## config.mk

```make
export PLATFORM = sky130hd
export DESIGN_NAME = scan_status_display
export DESIGN_NICKNAME = d
export VERILOG_FILES = /design/src/rtl/scan_status_display.sv
export SDC_FILE = /design/constraint.sdc
export NUM_CORES = 1
export LEC_CHECK = 0
export CAP_MARGIN = 20
export CORE_ASPECT_RATIO = 1.1
export CORE_UTILIZATION = 60
export CTS_CLUSTER_DIAMETER = 40
export DETAILED_ROUTE_END_ITERATION = 16
export PLACE_DENSITY = 0.86
export REMOVE_ABC_BUFFERS = 1
export SYNTH_ARGS = -nofsm -noshare
export SYNTH_HDL_FRONTEND = slang
export SYNTH_SLANG_ARGS = --single-unit
```

## constraint.sdc

```tcl
create_clock -name clk -period 7.52 [get_ports clk]
set_input_delay 0.752 -clock clk [delete_from_list [all_inputs] [get_ports clk]]
set_output_delay 0.752 -clock clk [all_outputs]
set_load 0.01 [all_outputs]
```

## src/rtl/scan_status_display.sv

```systemverilog
// Seven-segment status display: decodes the scanner's one-hot status into text, scrolls long messages.
// Latency: status -> cur_status at edge N, hex shows the new message after edge N+1; scroll steps appear one edge after a tick.
// Backpressure: none; the display is free-running, and freeze only holds the scroll offset.
//
// Ports:
//   clk       system clock, rising edge
//   reset_n   asynchronous active-low reset
//   status    one-hot scanner status code (5b)
//   freeze    holds the scroll offset while high (tick counter keeps running)
//   hex       active-low segments {g,f,e,d,c,b,a} per digit, digit 0 = hex[6:0] = rightmost
//   msg_done  one-cycle pulse when a scrolling message wraps back to offset 0
//
// Optional feature: define DISPLAY_BLINK_EN to show a blinking "Err" on invalid status codes.
module scan_status_display #(
  parameter int NUM_DIGITS  = 5,
  parameter int TICK_DIV    = 25_000_000,
  parameter int BLINK_TICKS = 4
) (
  input  logic                    clk,
  input  logic                    reset_n,
  input  logic [4:0]              status,
  input  logic                    freeze,
  output logic [7*NUM_DIGITS-1:0] hex,
  output logic                    msg_done
);

  if (NUM_DIGITS < 4 || NUM_DIGITS > 8 || TICK_DIV < 2 || BLINK_TICKS < 1) begin : g_param_check
    $error("scan_status_display: illegal parameter value");
  end

  localparam int              TW        = (TICK_DIV > 1) ? $clog2(TICK_DIV) : 1;
  localparam logic [TW-1:0]   TICK_LAST = TW'(TICK_DIV - 1);
  localparam logic [3:0]      NDIG      = 4'(NUM_DIGITS);

  // Active-low glyphs, bit order {g,f,e,d,c,b,a}
  localparam logic [6:0] G_BLANK = 7'b1111111;
  localparam logic [6:0] G_A     = 7'b0001000;
  localparam logic [6:0] G_C     = 7'b0100111;
  localparam logic [6:0] G_D     = 7'b0100001;
  localparam logic [6:0] G_E     = 7'b0000110;
  localparam logic [6:0] G_F     = 7'b0001110;
  localparam logic [6:0] G_H     = 7'b0001011;
  localparam logic [6:0] G_I     = 7'b1111001;
  localparam logic [6:0] G_L     = 7'b1000111;
  localparam logic [6:0] G_N     = 7'b0101011;
  localparam logic [6:0] G_O     = 7'b0100011;
  localparam logic [6:0] G_R     = 7'b0101111;
  localparam logic [6:0] G_S     = 7'b0010010;
  localparam logic [6:0] G_T     = 7'b0000111;
  localparam logic [6:0] G_U     = 7'b1000001;

  // Message length; 0 marks an invalid status code.
  function automatic logic [3:0] msg_len(input logic [4:0] s);
    case (s)
      5'b01000: msg_len = 4'd4;  // IdLE
      5'b10000: msg_len = 4'd4;  // ScAn
      5'b00100: msg_len = 4'd8;  // trAnSFEr
      5'b00001: msg_len = 4'd5;  // FLUSh
      5'b00010: msg_len = 4'd4;  // donE
      default:  msg_len = 4'd0;
    endcase
  endfunction

  function automatic logic [6:0] msg_char(input logic [4:0] s, input logic [3:0] i);
    msg_char = G_BLANK;
    case (s)
      5'b01000:
        case (i)
          4'd0: msg_char = G_I;  4'd1: msg_char = G_D;
          4'd2: msg_char = G_L;  4'd3: msg_char = G_E;
          default: msg_char = G_BLANK;
        endcase
      5'b10000:
        case (i)
          4'd0: msg_char = G_S;  4'd1: msg_char = G_C;
          4'd2: msg_char = G_A;  4'd3: msg_char = G_N;
          default: msg_char = G_BLANK;
        endcase
      5'b00100:
        case (i)
          4'd0: msg_char = G_T;  4'd1: msg_char = G_R;
          4'd2: msg_char = G_A;  4'd3: msg_char = G_N;
          4'd4: msg_char = G_S;  4'd5: msg_char = G_F;
          4'd6: msg_char = G_E;  4'd7: msg_char = G_R;
          default: msg_char = G_BLANK;
        endcase
      5'b00001:
        case (i)
          4'd0: msg_char = G_F;  4'd1: msg_char = G_L;
          4'd2: msg_char = G_U;  4'd3: msg_char = G_S;
          4'd4: msg_char = G_H;
          default: msg_char = G_BLANK;
        endcase
      5'b00010:
        case (i)
          4'd0: msg_char = G_D;  4'd1: msg_char = G_O;
          4'd2: msg_char = G_N;  4'd3: msg_char = G_E;
          default: msg_char = G_BLANK;
        endcase
      default: msg_char = G_BLANK;
    endcase
  endfunction

  logic [4:0]              cur_status;
  logic [3:0]              offset;
  logic [TW-1:0]           tick_cnt;
  logic [7*NUM_DIGITS-1:0] hex_nxt;

  logic [3:0] len;
  logic       valid;
  logic       scroll;
  logic       tick;
  logic       chg;

  assign len    = msg_len(cur_status);
  assign valid  = (len != 4'd0);
  assign scroll = (len > NDIG);
  assign tick   = (tick_cnt == TICK_LAST);
  assign chg    = (status != cur_status);

  always_ff @(posedge clk or negedge reset_n) begin
    if (!reset_n) begin
      cur_status <= 5'b00000;
      offset     <= 4'd0;
      tick_cnt   <= '0;
      hex        <= '1;
      msg_done   <= 1'b0;
    end else begin
      hex      <= hex_nxt;
      msg_done <= 1'b0;
      if (chg) begin
        // A status change restarts the message and beats any coincident tick.
        cur_status <= status;
        offset     <= 4'd0;
        tick_cnt   <= '0;
      end else begin
        tick_cnt <= tick ? '0 : tick_cnt + TW'(1);
        if (tick && scroll && !freeze) begin
          if (offset == len) begin
            offset   <= 4'd0;
            msg_done <= 1'b1;
          end else begin
            offset <= offset + 4'd1;
          end
        end
      end
    end
  end

`ifdef DISPLAY_BLINK_EN
  localparam int            BW         = (BLINK_TICKS > 1) ? $clog2(BLINK_TICKS) : 1;
  localparam logic [BW-1:0] BLINK_LAST = BW'(BLINK_TICKS - 1);

  logic [BW-1:0] blink_cnt;
  logic          blink_phase;

  // Runs on every tick regardless of freeze; restarted on each status change
  // so an invalid code always opens with the visible "Err" half-period.
  always_ff @(posedge clk or negedge reset_n) begin
    if (!reset_n) begin
      blink_cnt   <= '0;
      blink_phase <= 1'b0;
    end else if (chg) begin
      blink_cnt   <= '0;
      blink_phase <= 1'b0;
    end else if (tick) begin
      if (blink_cnt == BLINK_LAST) begin
        blink_cnt   <= '0;
        blink_phase <= ~blink_phase;
      end else begin
        blink_cnt <= blink_cnt + BW'(1);
      end
    end
  end
`endif

  // Per-digit glyph selection. POS is the window position counted from the left.
  for (genvar d = 0; d < NUM_DIGITS; d++) begin : g_digit
    localparam logic [4:0] POS = 5'(NUM_DIGITS - 1 - d);
    logic [4:0] len_p1;
    logic [4:0] sum;
    logic [6:0] seg;

    always_comb begin
      len_p1 = {1'b0, len} + 5'd1;
      sum    = {1'b0, offset} + POS;
      // offset <= L and POS < L when scrolling, so one subtraction covers the mod.
      if (scroll && sum >= len_p1) sum = sum - len_p1;
      // Ring slot L (the separator) and anything past a static message are blank.
      if (sum >= {1'b0, len}) seg = G_BLANK;
      else                    seg = msg_char(cur_status, sum[3:0]);
`ifdef DISPLAY_BLINK_EN
      if (!valid) begin
        if (blink_phase || POS > 5'd2) seg = G_BLANK;
        else if (POS == 5'd0)          seg = G_E;
        else                           seg = G_R;
      end
`else
      if (!valid) seg = G_BLANK;
`endif
    end

    assign hex_nxt[7*d +: 7] = seg;
  end

endmodule

```

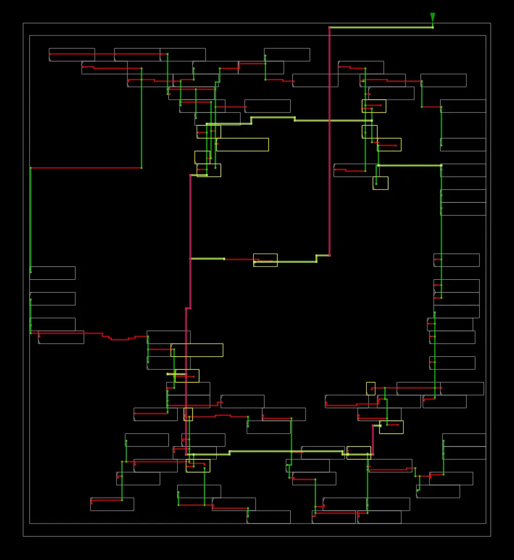
**Above:** run 1 (clock nets).
clk_skew: 0.00812 ns
Num CTS Buffers: 9
Clock group: 349 uW

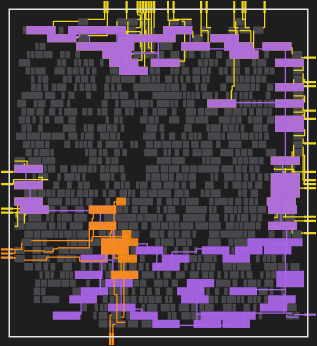
**Above:** run 1 (port wiring).
Scale: 3 px per um.
| color | port | bits | direction | edge | end cells | buffers | wire |
|---|---|---|---|---|---|---|---|
| purple | `reset_n` | 1 | input | right | 70 | 2 | 464 um |
| yellow | `hex` | 35 | output | 18 top, 13 right, 4 left | 35 | 35 | 554 um |
| orange | `status` | 5 | input | 3 left, 2 bottom | 10 | 5 | 235 um |

==> impl_metrics.tcl, run 1 <==
# metrics dict for downstream scripts
set metrics [dict create \
    critPathRequiredTime_ns 7.80 \
    fillers 846 \
    ys_sh_aoi 0.245 \
    place_congestion 0.956 \
    cp-end-kind "flop" \
    cts_buffer_depth 2 \
    cts_tree "built" \
    postCtsResizedCells 0 \
    core_um2 9980 \
    drt_iter0_drc 600 \
    drive_above_1_share 0.111 \
    cap_viol_max_count 0 \
    rows 38 \
    first_pass_iters 8 \
    whs_endpoint "tick_cnt[0]$_DFF_PN0_" \
    hold_violations 0 \
    area_growth_pct 11.2 \
    ys_ff 70 \
    postRouteAntennaNets 0 \
    adder_share 0.0927 \
    fin_crit_ns 5.96 \
    p_per_area_nw_per_um2 121 \
    dieHeight_um 109 \
    placed_cells 906 \
    final_nets 848 \
    first_global_vias 6178 \
    final.setup.tns_ns 0 \
    grt_setup_unrepaired "false" \
    final_cells 922 \
    grtUsageTotal 0.353 \
    grt_pass1_wl_um 30000 \
    min_path_cells 1 \
    top_logic_kind "AND-OR/OR-AND gates" \
    wl_per_cell_um 20.1 \
    n_antenna_cell 0 \
    ir_drop_v 0.0000796 \
    hold-worst-slack_ns 0.489 \
    ys_sh_simple 0.242 \
    status "finished clean" \
    cts_sinks 70 \
    worst_slew_pin_slew_ns 0.994 \
    final_cell_mix "87 x nor2_1, 76 x nand2_1, 68 x o21ai_0, 54 x a21oi_1, 42 x clkdlybuf4s50_1" \
    slew_headroom 0.318 \
    grt_start_max_net_pins 71 \
    critical_path_class "flop to flop" \
    rrSetupSlack_ns 1.56 \
    xor_area_frac 0.0536 \
    totalPowerFinal_uw 838 \
    ios 44 \
    max_freq_ghz 0.168 \
    synth_top_cell_by_area "dfstp_2" \
    top_cells_by_area "dfstp_2 15%, dfrtp_1 14%, ha_1 7.7%, o21ai_0 5.5%, nor2_1 5.3%" \
    fin_crit_sh 0.793 \
    start_kind "flop" \
    synthCells 774 \
    leakage_nw 2.77 \
    post-cts-setup-buffers 0 \
    antenna_found_initial 0 \
    ctsRootBufferMaster "clkbuf_8" \
    overflow 0 \
    enable_flop_cells 0 \
    rr_worst_depth 18 \
    mostFrequentLayoutCell "nor2_1" \
    clkTransAtPathRegs_ns 0.08 \
    yosysTopAreaCellShare 0.148 \
    cts_hold_buf 0 \
    cts-htree-levels 3 \
    ys_cells 774 \
]
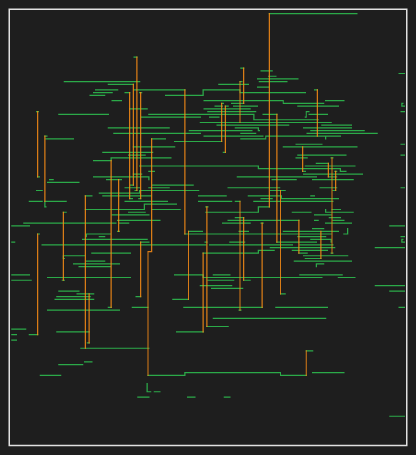
**Above:** run 1 (wiring by layer).
Scale: 4 px per um. Two of the layers only.
| color | layer | wire length |
|---|---|---|
| green | met3 | 1790 um |
| orange | met4 | 744 um |

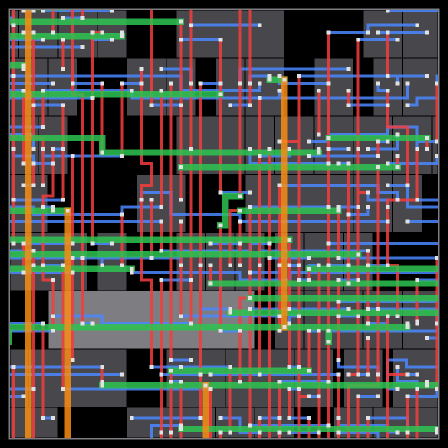
**Above:** run 1 (zoomed window).
Region (64, 72) to (84, 92) um. Cells in gray, sequential cells in the stronger gray; small squares are vias.
| color | layer |
|---|---|
| green | met3 |
| orange | met4 |
| blue | met1 |
| red | met2 |
sequential cells in the window: 1
most frequent: nand2_1 (12), o21ai_0 (9), a21oi_1 (7)
cells with their middle in the window: 52
netlist names of flops here include: `hex` (1)

run 1: how the worst max path moves through the flow:
stage | start | endpoint | cells past startpoint
6_report | cur_status[4]$_DFFE_PN0N_ | hex[4]$_DFF_PN1_ | 18
5_1_grt | cur_status[3]$_DFFE_PN0N_ | hex[4]$_DFF_PN1_ | 18
4_1_cts | cur_status[4]$_DFFE_PN0N_ | hex[4]$_DFF_PN1_ | 18
3_5_place_dp | cur_status[4]$_DFFE_PN0N_ | hex[4]$_DFF_PN1_ | 18
3_3_place_gp | cur_status[4]$_DFFE_PN0N_ | hex[4]$_DFF_PN1_ | 18
2_1_floorplan | cur_status[4]$_DFFE_PN0N_ | hex[4]$_DFF_PN1_ | 17
run 1: critical path: stages, from the launching register on:
cell       delay (ns)
dfrtp_1          0.45
nor3b_1          0.28
and2_1           0.62
nor2_1           0.29
nand2_1          0.23
nor2_1           0.11
ha_1             0.38
nor2b_1          0.16
o31ai_1          0.38
nand3_2          0.24
mux2i_1          0.45
clkinv_1         0.34
ha_1             0.34
nand2b_1         0.14
or3b_1           0.37
a21o_1           0.21
a2111oi_4        0.49
nor3b_2          0.26
o2111ai_1        0.13
run 1: synthesized netlist by cell type, types with 18 or more instances:
master and instances:
nor2_1 87, nand2_1 76, o21ai_0 68, a21oi_1 54, nand3_1 40, ha_1 38
dfrtp_1 35, dfstp_2 35, clkbuf_1 34, inv_1 21, nor3_1 20, xor2_1 20
xnor2_1 18
run 1: power breakdown:
group,switching [mW],internal (mW),leakage [nW],total [mW]
Clock,0.161,0.188,0.114,0.349
Combinational,0.0629,0.0372,1.81,0.100
Sequential,0.00346,0.385,0.846,0.389
run 1: registers in the layout, summed over array words and instances (netlist names):
name        flops
cur_status      5
hex            35
msg_done        1
offset          4
tick_cnt       25
run 1: logic make-up (layout without fill, tap and decap cells):
| logic type | Yosys count | after routing |
|---|---|---|
| muxes | 21 | 21 |
| adders and majority gates | 43 | 43 |
| buffers and inverters | 67 | 95 |
| and+or+nand+nor | 304 | 304 |
| xor gates and xnor gates | 38 | 38 |
| DFF | 70 | 70 |
| AOI/OAI and AO/OA | 231 | 231 |
run 1: area by class of cell:
class / instances / area [um2] / area share
clock buffers: 9 / 124 / 0.0179
clock inverters: 7 / 96.3 / 0.0139
inverters: 28 / 105 / 0.0152
multi-input cells: 637 / 4150 / 0.601
flip-flops and latches: 70 / 1800 / 0.260
well taps: 120 / 150 / 0.0217
repair buffers: 51 / 485 / 0.0703
run 1: per-layer routing:
layer / part of all wire / routed length [um] / global-route usage / vias up
met4: 0.040 / 743 / 0.201 / 0
met1: 0.40 / 7330 / 0.436 / 3004
met3: 0.097 / 1790 / 0.0705 / 81
met2: 0.47 / 8630 / 0.578 / 398
met5: 0 / 0 / 0 / -
li1: - / - / - / 2885
run 1: stage by stage:
stage               setup slack [ns]  utilization
finish                          1.56        0.692
global route                    1.20        0.692
CTS                             1.73        0.692
detailed placement              1.76        0.670
global placement                1.96        0.670
floorplan                       1.51            -
--- run 2 (diff from run 1) ---
clock period = 6.16 ns   (was 7.52 ns; I/O delays follow)
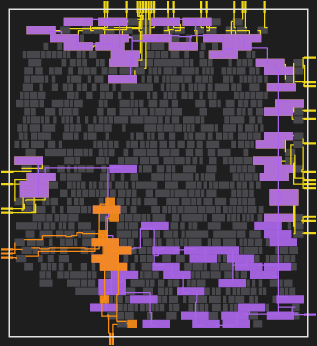
**Above:** run 2 (port wiring).
Scale: 3 px per um.
| color | port | bits | direction | edge | end cells | buffers | wire |
|---|---|---|---|---|---|---|---|
| orange | `status` | 5 | input | 3 left, 2 bottom | 10 | 5 | 200 um |
| purple | `reset_n` | 1 | input | right | 70 | 2 | 485 um |
| yellow | `hex` | 35 | output | 18 top, 13 right, 4 left | 35 | 35 | 502 um |
I/O pin cnt: 44
Port Buf Inserts: 43

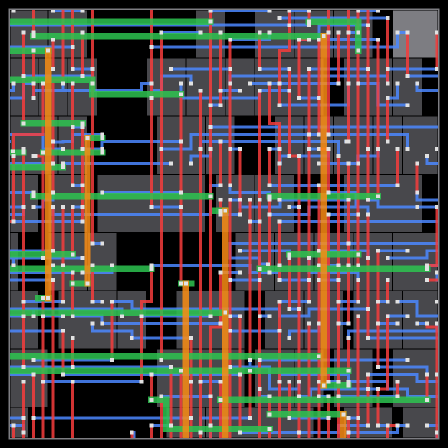
**Above:** run 2 (zoomed window).
Region (64, 72) to (84, 92) um. Cells in gray, sequential cells in the stronger gray; small squares are vias.
| color | layer |
|---|---|
| blue | met1 |
| green | met3 |
| red | met2 |
| orange | met4 |
most frequent: nand2_1 (11), o21ai_0 (9), a21oi_1 (9)
sequential cells in the window: 0
cells with their middle in the window: 54

==> impl_metrics.tcl, run 2 <==
# metrics dict for downstream scripts
set metrics [dict create \
    dp_hpwl_um 12700 \
    grt_setup_unrepaired "false" \
    p_per_area_nw_per_um2 143 \
    skew_ns 0.00883 \
    final.setup.tns_ns 0 \
    top_cells_by_area "dfstp_2 15%, dfrtp_1 14%, ha_1 7.7%, o21ai_0 5.5%, nor2_1 5.3%" \
    rows 38 \
    area_growth_pct 12.0 \
    final_cells 930 \
    placed_cells 914 \
    hold-worst-slack_ns 0.439 \
    synthCells 774 \
    status "finished clean" \
    largest_register_ffs 35 \
    grt_pass1_wl_um 29800 \
    ys.flop_type "dfstp_2" \
    wl_per_cell_um 19.8 \
    ctsRootBufferMaster "clkbuf_8" \
    grtUsageTotal 0.352 \
    postRouteAntennaNets 0 \
    cpMostUsedCell "ha_1" \
    dieHeight_um 109 \
    fin_crit_sh 0.918 \
    critical_path_class "flop to flop" \
    final_nets 856 \
    met2_usage 0.578 \
    final_cell_mix "86 x nor2_1, 76 x nand2_1, 68 x o21ai_0, 54 x a21oi_1, 42 x clkdlybuf4s50_1" \
    place_congestion 1.02 \
    top_register "hex" \
    cp-end-kind "flop" \
    yosysChipArea_um2 6210 \
    cts_sinks 70 \
    ys_cells 774 \
    clkTransAtPathRegs_ns 0.09 \
    hold_violations 0 \
    cts_tree "built" \
    most_common_cell "nor2_1" \
    leakage_nw 2.80 \
    drive_above_1_share 0.121 \
    n_antenna_cell 0 \
    worst_slew_pin_slew_ns 1.06 \
    cts-htree-levels 3 \
    cts_buffers 9 \
    crit_chain "nor3b_1 > and2_1 > nor2_2 > nand2_1 > nor2_1 > buf_4 > ha_1 > nor2b_1 > o31ai_1 > nand3_2 > mux2i_1 > clkinv_1 > ha_1 > nand2b_1 > or3b_1 > a21o_1 > a2111oi_4 > nor3b_2 > o2111ai_1" \
    first_pass_iters 6 \
    grt_use_met1 0.434 \
    overflow 0 \
    antenna_found_initial 0 \
    placed_area_um2 6750 \
    grt.busiest_layer "met2" \
    cts_buffer_depth 2 \
    ir_drop_v 0.0000808 \
    yosys_warnings 0 \
    pre_cts_ws_ns 0.532 \
    reg_top3 "hex: 35 flops, tick_cnt: 25 flops, cur_status: 5 flops" \
    first_global_vias 6239 \
    slew_headroom 0.289 \
    synth_top_cell_by_area "dfstp_2" \
    enable_flop_cells 0 \
    drt_iter0_drc 663 \
    grt_start_max_net_pins 71 \
    ys_ff 70 \
    synth_cell_types 82 \
    start_kind "flop" \
    mostFrequentLayoutCell "nor2_1" \
    fin_crit_ns 5.66 \
    critPathRequiredTime_ns 6.44 \
    max_stage_delay_ns 0.48 \
    async_flop_share 1.00 \
    top_cells_by_count "87 x nor2_1, 76 x nand2_1, 68 x o21ai_0, 54 x a21oi_1, 40 x nand3_1" \
    yosysTopAreaCellShare 0.148 \
    fin_ws_ns 0.502 \
    met3_usage 0.0577 \
    rr_worst_depth 19 \
    max_freq_ghz 0.177 \
    vias 6396 \
    cap_viol_max_count 0 \
    wirelength_um 18400 \
    cp_slowest_cell "mux2i_1" \
    core_um2 9980 \
]
run 2: path summary, 6_finish.rpt:
path                                            from                    end  slack, ns
setup / recovery           cur_status[1]$_DFFE_PN0N_       hex[4]$_DFF_PN1_       0.50
hold / removal                               reset_n  tick_cnt[5]$_DFF_PN0_       0.44
setup reg to reg           cur_status[1]$_DFFE_PN0N_       hex[4]$_DFF_PN1_       0.50
hold reg to reg                tick_cnt[0]$_DFF_PN0_  tick_cnt[0]$_DFF_PN0_       0.51
max in group asynchronous                    reset_n     msg_done$_DFF_PN0_       5.17
min in group clk               tick_cnt[0]$_DFF_PN0_  tick_cnt[0]$_DFF_PN0_       0.51
run 2: layout make-up:
| type | instances | area, um2 |
|---|---|---|
| clock inverter | 6 | 68.8 |
| sequential | 70 | 1800 |
| inverter | 28 | 105 |
| tap | 120 | 150 |
| clock buffer | 10 | 138 |
| multi-input combinational | 637 | 4150 |
| fill | 797 | 3030 |
| timing repair buffer | 59 | 546 |
run 2: kinds of logic (layout without fill, tap and decap cells):
group	after synthesis	count (layout)	share of synthesized area
AND/OR/NAND/NOR	304	304	0.242
multiplexers	21	21	0.0353
flip-flops	70	70	0.289
XOR/XNOR	38	38	0.0536
adder cells (fa/ha/maj)	43	43	0.0927
AND-OR/OR-AND	231	231	0.245
buffers and inverters	67	103	0.0425
run 2: stage by stage:
step	total power, mW	util
after floorplan	0.554	-
after global placement	0.599	0.676
after detailed placement	0.603	0.676
after CTS	0.994	0.696
after global routing	1.03	0.697
final	0.995	0.697
run 2: per-layer routing:
layer,up-vias,part of all wire
met5,-,0
met4,0,0.048
met3,100,0.10
met2,450,0.47
met1,2949,0.38
li1,2897,-
run 2: power by group:
part	total (mW)	internal [mW]	leakage (nW)	switching, mW
registers	0.475	0.470	0.846	0.00449
clock network	0.396	0.201	0.103	0.195
logic	0.124	0.0459	1.85	0.0782
total	0.995	0.717	2.80	0.278
run 2: worst max-delay path: cells and delay by family, from the launching register on:
family          cells  cell delay (ns)
fa+ha+maj           2             0.63
compound gates      4             1.23
mux                 1             0.48
simple gates       10             2.16
buf+inv             2             0.63
flops               1             0.45
run 2: what timing repair did:
| action | 4_1_cts | 5_1_grt |
|---|---|---|
| setup buffers | 0 | 0 |
| setup endpoints to repair | 0 | 1 |
| resized | 0 | 1 |
| hold buffers | 0 | 0 |
--- run 3 (diff from run 2) ---
--- a/config.mk
+++ b/config.mk
@@ -8,8 +8,9 @@
 export CAP_MARGIN = 20
 export CORE_ASPECT_RATIO = 1.1
-export CORE_UTILIZATION = 60
+export CORE_UTILIZATION = 50
 export CTS_CLUSTER_DIAMETER = 40
 export DETAILED_ROUTE_END_ITERATION = 16
-export PLACE_DENSITY = 0.86
+export HOLD_SLACK_MARGIN = 0.12
+export PLACE_DENSITY = 0.75
 export REMOVE_ABC_BUFFERS = 1
 export SYNTH_ARGS = -nofsm -noshare
==> constraint.sdc (replaced) <==
create_clock -name clk -period 6.16 [get_ports clk]
set_input_delay 1.232 -clock clk [delete_from_list [all_inputs] [get_ports clk]]
set_output_delay 1.232 -clock clk [all_outputs]
set_load 0.01 [all_outputs]
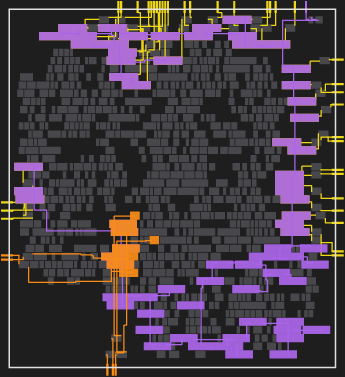
**Above:** run 3 (port wiring).
Scale: 3 px per um.
| color | port | bits | direction | edge | end cells | buffers | wire |
|---|---|---|---|---|---|---|---|
| orange | `status` | 5 | input | 3 bottom, 2 left | 10 | 5 | 257 um |
| yellow | `hex` | 35 | output | 19 top, 13 right, 3 left | 35 | 35 | 493 um |
| purple | `reset_n` | 1 | input | top | 70 | 2 | 480 um |

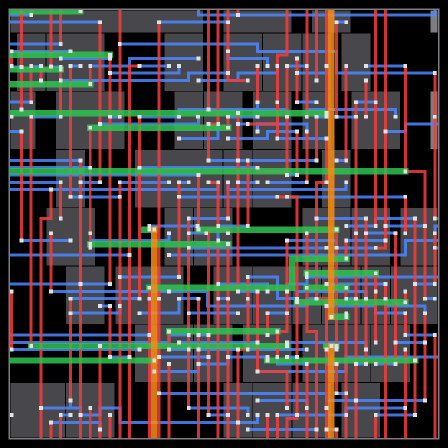
**Above:** run 3 (zoomed window).
Region (71, 79) to (91, 99) um. Cells in gray, sequential cells in the stronger gray; small squares are vias.
| color | layer |
|---|---|
| blue | met1 |
| red | met2 |
| orange | met4 |
| green | met3 |
cells with their middle in the window: 45
most frequent: nand2_1 (8), a21oi_1 (7), o21ai_0 (7)
sequential cells in the window: 0

==> impl_metrics.tcl, run 3 <==
# metrics dict for downstream scripts
set metrics [dict create \
    cts-htree-levels 3 \
    final_cell_mix "87 x nor2_1, 76 x nand2_1, 68 x o21ai_0, 54 x a21oi_1, 42 x clkdlybuf4s50_1" \
    top_register "hex" \
    cts_buffer_depth 2 \
    max_stage_delay_ns 0.47 \
    totalPowerFinal_mw 1.14 \
    hold-worst-slack_ns 0.486 \
    hold_violations 0 \
    yosysChipArea_um2 6210 \
    overflow 0 \
    grtUsageTotal 0.295 \
    drt_iter0_drc 590 \
    max_freq_ghz 0.185 \
    p_per_area_nw_per_um2 160 \
    cts_tree "built" \
    power_frac_seq 0.417 \
    clkTransAtPathRegs_ns 0.06 \
    cp_slowest_cell "a2111oi_4" \
    most_common_cell "nor2_1" \
    final_util 0.589 \
    antenna_found_initial 0 \
    cts_buffers 9 \
    wirelength_um 18400 \
    vias 6283 \
    ys_ff 70 \
    final.setup.tns_ns 0 \
    path_delay_family "simple AND/OR/NAND/NOR gates" \
    whs_endpoint "tick_cnt[0]$_DFF_PN0_" \
    n_antenna_cell 0 \
    wl_per_cell_um 19.0 \
    top_cells_by_area "dfstp_2 15%, dfrtp_1 14%, ha_1 7.7%, o21ai_0 5.5%, nor2_1 5.3%" \
    post-cts-setup-buffers 0 \
    drive_above_1_share 0.122 \
    port_buffers 43 \
    reg_top3 "hex: 35 flops, tick_cnt: 25 flops, cur_status: 5 flops" \
    regToRegEndpoint "hex[4]$_DFF_PN1_" \
    cp-end-kind "flop" \
    rr_worst_depth 20 \
    start_kind "flop" \
    enable_flop_cells 0 \
    yosys_warnings 0 \
    min_path_cells 1 \
    mostFrequentLayoutCell "nor2_1" \
    core_um2 12100 \
    holdCritStartpoint "tick_cnt[0]$_DFF_PN0_" \
    status "finished clean" \
    worst_slew_pin_slew_ns 0.946 \
    power_frac_comb 0.108 \
    grt_start_max_net_pins 71 \
    synth_top_cell_by_area "dfstp_2" \
    place_congestion 0.978 \
    skew_ns 0.00872 \
    p_int_uw 847 \
    cap_viol_max_count 0 \
    pwr-share-clk 0.475 \
    ios 44 \
    placed_cells 951 \
    top_cells_by_count "87 x nor2_1, 76 x nand2_1, 68 x o21ai_0, 54 x a21oi_1, 40 x nand3_1" \
    async_flop_share 1.00 \
    synthCells 774 \
    postRouteAntennaNets 0 \
    rows 42 \
    crit_chain "nor3b_1 > and2_1 > nor2_1 > nand2_1 > nor2_1 > buf_4 > ha_1 > nor2b_1 > o31ai_1 > nand3_2 > mux2i_1 > buf_4 > clkinv_1 > ha_1 > nand2b_1 > or3b_1 > a21o_1 > a2111oi_4 > nor3b_2 > o2111ai_1" \
    largest_register_ffs 35 \
    area_growth_pct 14.6 \
]
==> run 3: worst max path at each step <==
stage                  endpoint  cells after the start  slack [ns]                 startpoint
2_1_floorplan  hex[4]$_DFF_PN1_                     17        0.15  cur_status[4]$_DFFE_PN0N_
3_3_place_gp   hex[4]$_DFF_PN1_                     20        1.07  cur_status[1]$_DFFE_PN0N_
3_5_place_dp   hex[4]$_DFF_PN1_                     20        0.86  cur_status[1]$_DFFE_PN0N_
4_1_cts        hex[4]$_DFF_PN1_                     20        0.84  cur_status[1]$_DFFE_PN0N_
5_1_grt        hex[4]$_DFF_PN1_                     20        0.49  cur_status[1]$_DFFE_PN0N_
6_report       hex[4]$_DFF_PN1_                     20        0.76  cur_status[1]$_DFFE_PN0N_
==> run 3: worst register-to-register path, cell delays in order (launching register included) <==
cell and delay (ns):
dfrtp_1 0.44, nor3b_1 0.17, and2_1 0.18, nor2_1 0.46, nand2_1 0.23, nor2_1 0.19
buf_4 0.24, ha_1 0.24, nor2b_1 0.06, o31ai_1 0.38, nand3_2 0.23, mux2i_1 0.22
buf_4 0.17, clkinv_1 0.20, ha_1 0.33, nand2b_1 0.13, or3b_1 0.37, a21o_1 0.21
a2111oi_4 0.48, nor3b_2 0.27, o2111ai_1 0.13
==> run 3: routing by layer <==
| layer | global-route usage | wire length, um |
|---|---|---|
| met5 | 0 | 0 |
| met1 | 0.393 | 7630 |
| met3 | 0.0520 | 1640 |
| met4 | 0.142 | 614 |
| met2 | 0.460 | 8490 |
==> run 3: power by group through the flow <==
| stage | Clock (mW) | Combinational, mW | Sequential, mW |
|---|---|---|---|
| after global routing | 0.569 | 0.134 | 0.476 |
| after floorplan | 0 | 0.0689 | 0.485 |
| after global placement | 0 | 0.118 | 0.482 |
| final | 0.541 | 0.123 | 0.475 |
| after CTS | 0.545 | 0.121 | 0.475 |
| after detailed placement | 0 | 0.120 | 0.483 |
==> run 3: stage by stage <==
stage                     worst slack [ns]  area, um2
after global routing                 0.487       7120
after floorplan                      0.152       6050
after global placement                1.07       6810
after CTS                            0.840       7120
final                                0.755       7120
after detailed placement             0.857       6810
==> run 3: area by class of cell <==
| type | instances | area [um2] | area share |
|---|---|---|---|
| flip-flops and latches | 70 | 1800 | 0.252 |
| inverters | 28 | 105 | 0.0148 |
| clock inverters | 5 | 65.1 | 0.00914 |
| multi-input cells | 637 | 4150 | 0.583 |
| repair buffers | 62 | 568 | 0.0798 |
| clock buffers | 11 | 243 | 0.0341 |
| well taps | 154 | 193 | 0.0271 |
==> run 3: kinds of logic after synthesis <==
kind of cell             synth area share
adder cells (fa/ha/maj)            0.0927
AND-OR/OR-AND                       0.245
flip-flops                          0.289
AND/OR/NAND/NOR                     0.242
buffers and inverters              0.0425
multiplexers                       0.0353
XOR/XNOR                           0.0536
No activity file was given, so power comes from the tool's default toggle rates.
